$ cat src/rtl/sensor_debounce_pkg.sv
// Shared definitions for the Monitor pin-conditioning blocks: board-clock
// default debounce window, default widths and the edge-pulse encoding.
package sensor_debounce_pkg;

  // 1 ms at the 50 MHz board clock.
  localparam int DEF_STABLE_CYCLES = 50000;
  localparam int DEF_CNT_W         = 16;
  localparam int DEF_EVT_W         = 16;

  // Which pulse, if any, the debouncer emits on the next edge.
  typedef enum logic [1:0] {
    EDGE_NONE = 2'd0,
    EDGE_RISE = 2'd1,
    EDGE_FALL = 2'd2
  } edge_e;

endpackage

$ cat src/rtl/sync_2ff.sv
// Two-flop synchronizer for an asynchronous pin; resets both flops to
// RESET_LEVEL so the downstream logic sees a defined level during reset.
module sync_2ff #(
  parameter logic RESET_LEVEL = 1'b0
) (
  input  logic clk,
  input  logic rst_n,
  input  logic d,
  output logic q
);

  logic s1;

  // Metastability filter: d -> s1 -> q.
  always_ff @(posedge clk or negedge rst_n) begin
    if (!rst_n) begin
      s1 <= RESET_LEVEL;
      q  <= RESET_LEVEL;
    end else begin
      s1 <= d;
      q  <= s1;
    end
  end

endmodule

$ cat src/rtl/sensor_debounce.sv
// Debounces one raw sensor/button pin: synchronizes it, accepts a new level
// only after it has held for STABLE_CYCLES consecutive cycles, and emits
// registered one-cycle rise/fall pulses aligned with the new level.
// Optional accepted-rise counter enabled by defining SENSOR_EVT_CNT_EN.
module sensor_debounce
  import sensor_debounce_pkg::*;
#(
  parameter int   STABLE_CYCLES = DEF_STABLE_CYCLES,
  parameter int   CNT_W         = DEF_CNT_W,
  parameter logic RESET_LEVEL   = 1'b0,
  parameter int   EVT_W         = DEF_EVT_W
) (
  input  logic clk,
  input  logic rst_n,
  input  logic raw_in,
  output logic level,
  output logic rise,
  output logic fall
`ifdef SENSOR_EVT_CNT_EN
  ,
  input  logic             evt_clr,
  output logic [EVT_W-1:0] event_count
`endif
);

  // Reject parameter sets the counter cannot represent.
  if (STABLE_CYCLES < 1 || EVT_W < 1 || (2.0 ** CNT_W) <= (STABLE_CYCLES - 1)) begin : g_param_check
    $error("sensor_debounce: illegal STABLE_CYCLES/CNT_W/EVT_W combination");
  end

  localparam logic [CNT_W-1:0] CNT_LAST = CNT_W'(STABLE_CYCLES - 1);

  logic             s;
  logic [CNT_W-1:0] cnt;
  logic [CNT_W-1:0] cnt_nxt;
  logic             level_nxt;
  edge_e            edge_nxt;

  sync_2ff #(
    .RESET_LEVEL (RESET_LEVEL)
  ) u_sync (
    .clk   (clk),
    .rst_n (rst_n),
    .d     (raw_in),
    .q     (s)
  );

  // Qualification: any agreeing sample restarts the count from zero.
  always_comb begin
    cnt_nxt   = '0;
    level_nxt = level;
    edge_nxt  = EDGE_NONE;
    if (s != level) begin
      if (cnt == CNT_LAST) begin
        level_nxt = s;
        edge_nxt  = s ? EDGE_RISE : EDGE_FALL;
      end else begin
        cnt_nxt = cnt + CNT_W'(1);
      end
    end
  end

  // Level, counter and edge pulses; pulses appear with the new level.
  always_ff @(posedge clk or negedge rst_n) begin
    if (!rst_n) begin
      level <= RESET_LEVEL;
      cnt   <= '0;
      rise  <= 1'b0;
      fall  <= 1'b0;
    end else begin
      level <= level_nxt;
      cnt   <= cnt_nxt;
      rise  <= (edge_nxt == EDGE_RISE);
      fall  <= (edge_nxt == EDGE_FALL);
    end
  end

`ifdef SENSOR_EVT_CNT_EN
  // Counts rise pulses, wrapping naturally; a clear beats a coincident rise.
  always_ff @(posedge clk or negedge rst_n) begin
    if (!rst_n) begin
      event_count <= '0;
    end else if (evt_clr) begin
      event_count <= '0;
    end else if (rise) begin
      event_count <= event_count + EVT_W'(1);
    end
  end
`endif

endmodule
$ cat config.mk
export PLATFORM = sky130hd
export DESIGN_NAME = sensor_debounce
export DESIGN_NICKNAME = d
export VERILOG_FILES = /design/src/rtl/sensor_debounce_pkg.sv /design/src/rtl/sync_2ff.sv /design/src/rtl/sensor_debounce.sv
export SDC_FILE = /design/constraint.sdc
export NUM_CORES = 1
export LEC_CHECK = 0
export CAP_MARGIN = 5
export CORE_MARGIN = 5
export CORE_UTILIZATION = 56
export DETAILED_ROUTE_END_ITERATION = 8
export GPL_ROUTABILITY_DRIVEN = 0
export PLACE_DENSITY = 0.75
export SKIP_CTS_REPAIR_TIMING = 1
export SYNTH_ARGS = -nofsm -noshare
export SYNTH_HDL_FRONTEND = slang
export SYNTH_SLANG_ARGS = --single-unit
$ cat constraint.sdc
create_clock -name clk -period 1.8 [get_ports clk]
set_input_delay 0.27 -clock clk [delete_from_list [all_inputs] [get_ports clk]]
set_output_delay 0.27 -clock clk [all_outputs]
set_load 0.05 [all_outputs]
==> notes.md <==
The run has ended; figures from its reports follow.

The flow ran to the end, and the final reports show no timing, DRC or antenna violations. In this run the number of cells on the critical path is 1. Leaving out buffers and inverters, the combinational logic in the layout accounts for 488 sq um. Per the timing report, the biggest fanout along the worst path comes to 1. The share of the cycle needed by the critical path after routing came out at 94.7%. According to the floorplan report, the die width is about 53 um. The proportion of synthesized flip-flops having asynchronous set or reset is 100%. The number of violations reported at the end of detailed-routing iteration 0 is 11. The clock-net power came out at between 0.0002 and 0.00025 W. The detailed-routed wire length on met2 is between 700 and 800 um. The share of final layout cell area taken by non-clock buffers came out at between 4 and 5%. The highest metal layer carrying signal wires in the routed design is met4.

The number of instances in the placed design is approximately 120. The first global-routing pass estimated roughly 3000 um of wire. The number of maximum-capacitance constraint violations is 0.

The endpoint identified for the worst register-to-register timing path is level. The register with the most flip-flops in the final layout is cnt. The number of buffers created by CTS came out at 3. Per the Yosys statistics, synthesis produced just under 90 cells. The standby leakage power came out at roughly 0.45 nW. The number of antenna violations at the first check in global routing is 0.

The synthesized design spends more area on one cell type than any other, namely dfrtp_1. The main area contributors are dfrtp_1, xnor2_1, nor2_2. The final worst-path setup slack is about 0.095 ns.

The insertion delay at the late pin of the worst-skew pair came out at 0.30 ns. Dividing the synthesized area by the synthesized cell count gives 12.0 sq um. The simple-gate share of the synthesized area is a little under a third. The number of input and output port buffers inserted came out at 5.

The post-synthesis share of cell area spent on full adders, half adders and majority gates came out at under 10%. The initial standard-cell utilization of the core came out at between 50% and 60%. The height of the die is roughly 53 um.

The flow inserted 25 tap cells. The post-detailed-placement cell area came out at roughly 1100 sq um. The endpoint type of the worst setup path is a primary output. The number of buffers other than clock buffers in the final layout came out at 6. The final critical delay including setup and external delays is about 1.7 ns. The flip-flop and latch share of the layout cell area came out at between 40% and 50%. Of the total synthesized cell area, the portion taken by XOR and XNOR cells is roughly 13%.

The fraction of final layout cells with drive strength greater than 1 came out at between 20% and 30%. The post-route clock skew is 0.00155 ns. The detailed placement HPWL came out at 1170 um. The post-detailed-route DRC marker count is 0.

The worst endpoint data arrival time came out at between 1 and 1.5 ns. In this run the power density over the cells is around 650 nW/um^2. The combinational fraction of design power came out at about 4.6%.

Per the post-CTS timing run, clock transition at the registers of the reported paths is between 0.1 and 0.15 ns. The met1 track demand over resource came out at between 20% and 30%. The placeable core region is 1750 sq um.
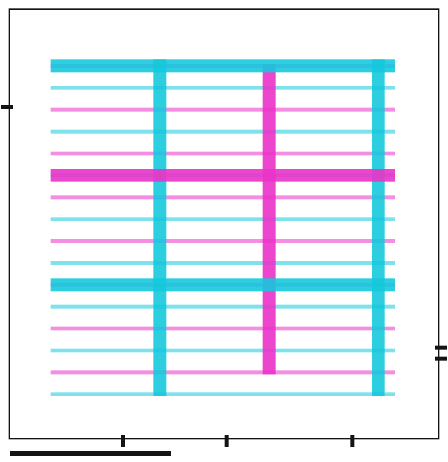
Figure 1: supply network.
The bar under the picture is 20 um long. Pins as bars on the die edge.
legend:
  VDD:
    color: magenta
  VSS:
    color: cyan
met4 straps: 3
signal pins: 6
met5 straps: 3

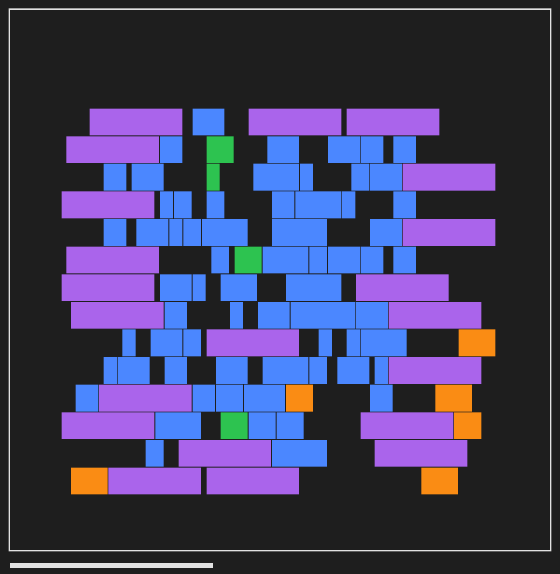
Figure 2: placed cells, one color a class.
The bar under the picture is 20 um long.
legend:
  all other logic:
    color: blue
    cells: 65
    share_of_their_area: 45%
  flip-flops:
    color: purple
    cells: 21
    share_of_their_area: 48%
  other buffers and delay cells:
    color: orange
    cells: 6
    share_of_their_area: 5.0%
  clock drivers and dummy loads:
    color: green
    cells: 4
    share_of_their_area: 2.4%

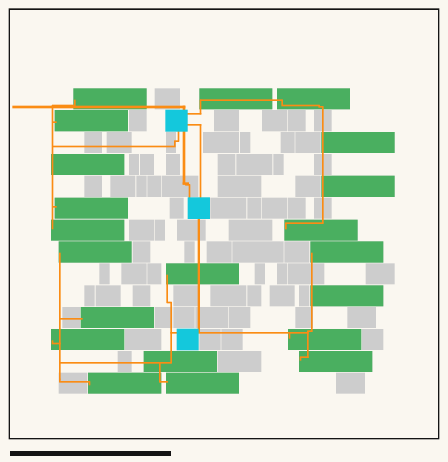
Figure 3: clock wires, drivers and flops.
The bar under the picture is 20 um long.
legend:
  flip-flops:
    color: green
    count: 21
  clock wires:
    color: orange
    length: 235 um
  cells driving clock nets:
    color: cyan
    count: 3
flops lie: all over the die
routed clock nets: 4

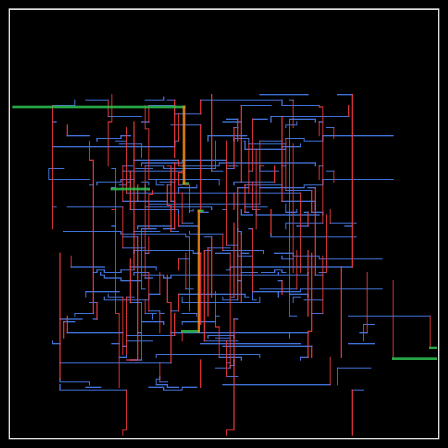
Figure 4: signal wires by layer.
legend:
  met3:
    color: green
    wire_length: 34.3 um
  met4:
    color: orange
    wire_length: 24.5 um
  met2:
    color: red
    wire_length: 770 um
  met1:
    color: blue
    wire_length: 811 um
Wirelength per Cell: 13.6 um
Global Route Usage Sum: 15.1%
Vias: 624

Power and IR drop assume default switching activity.
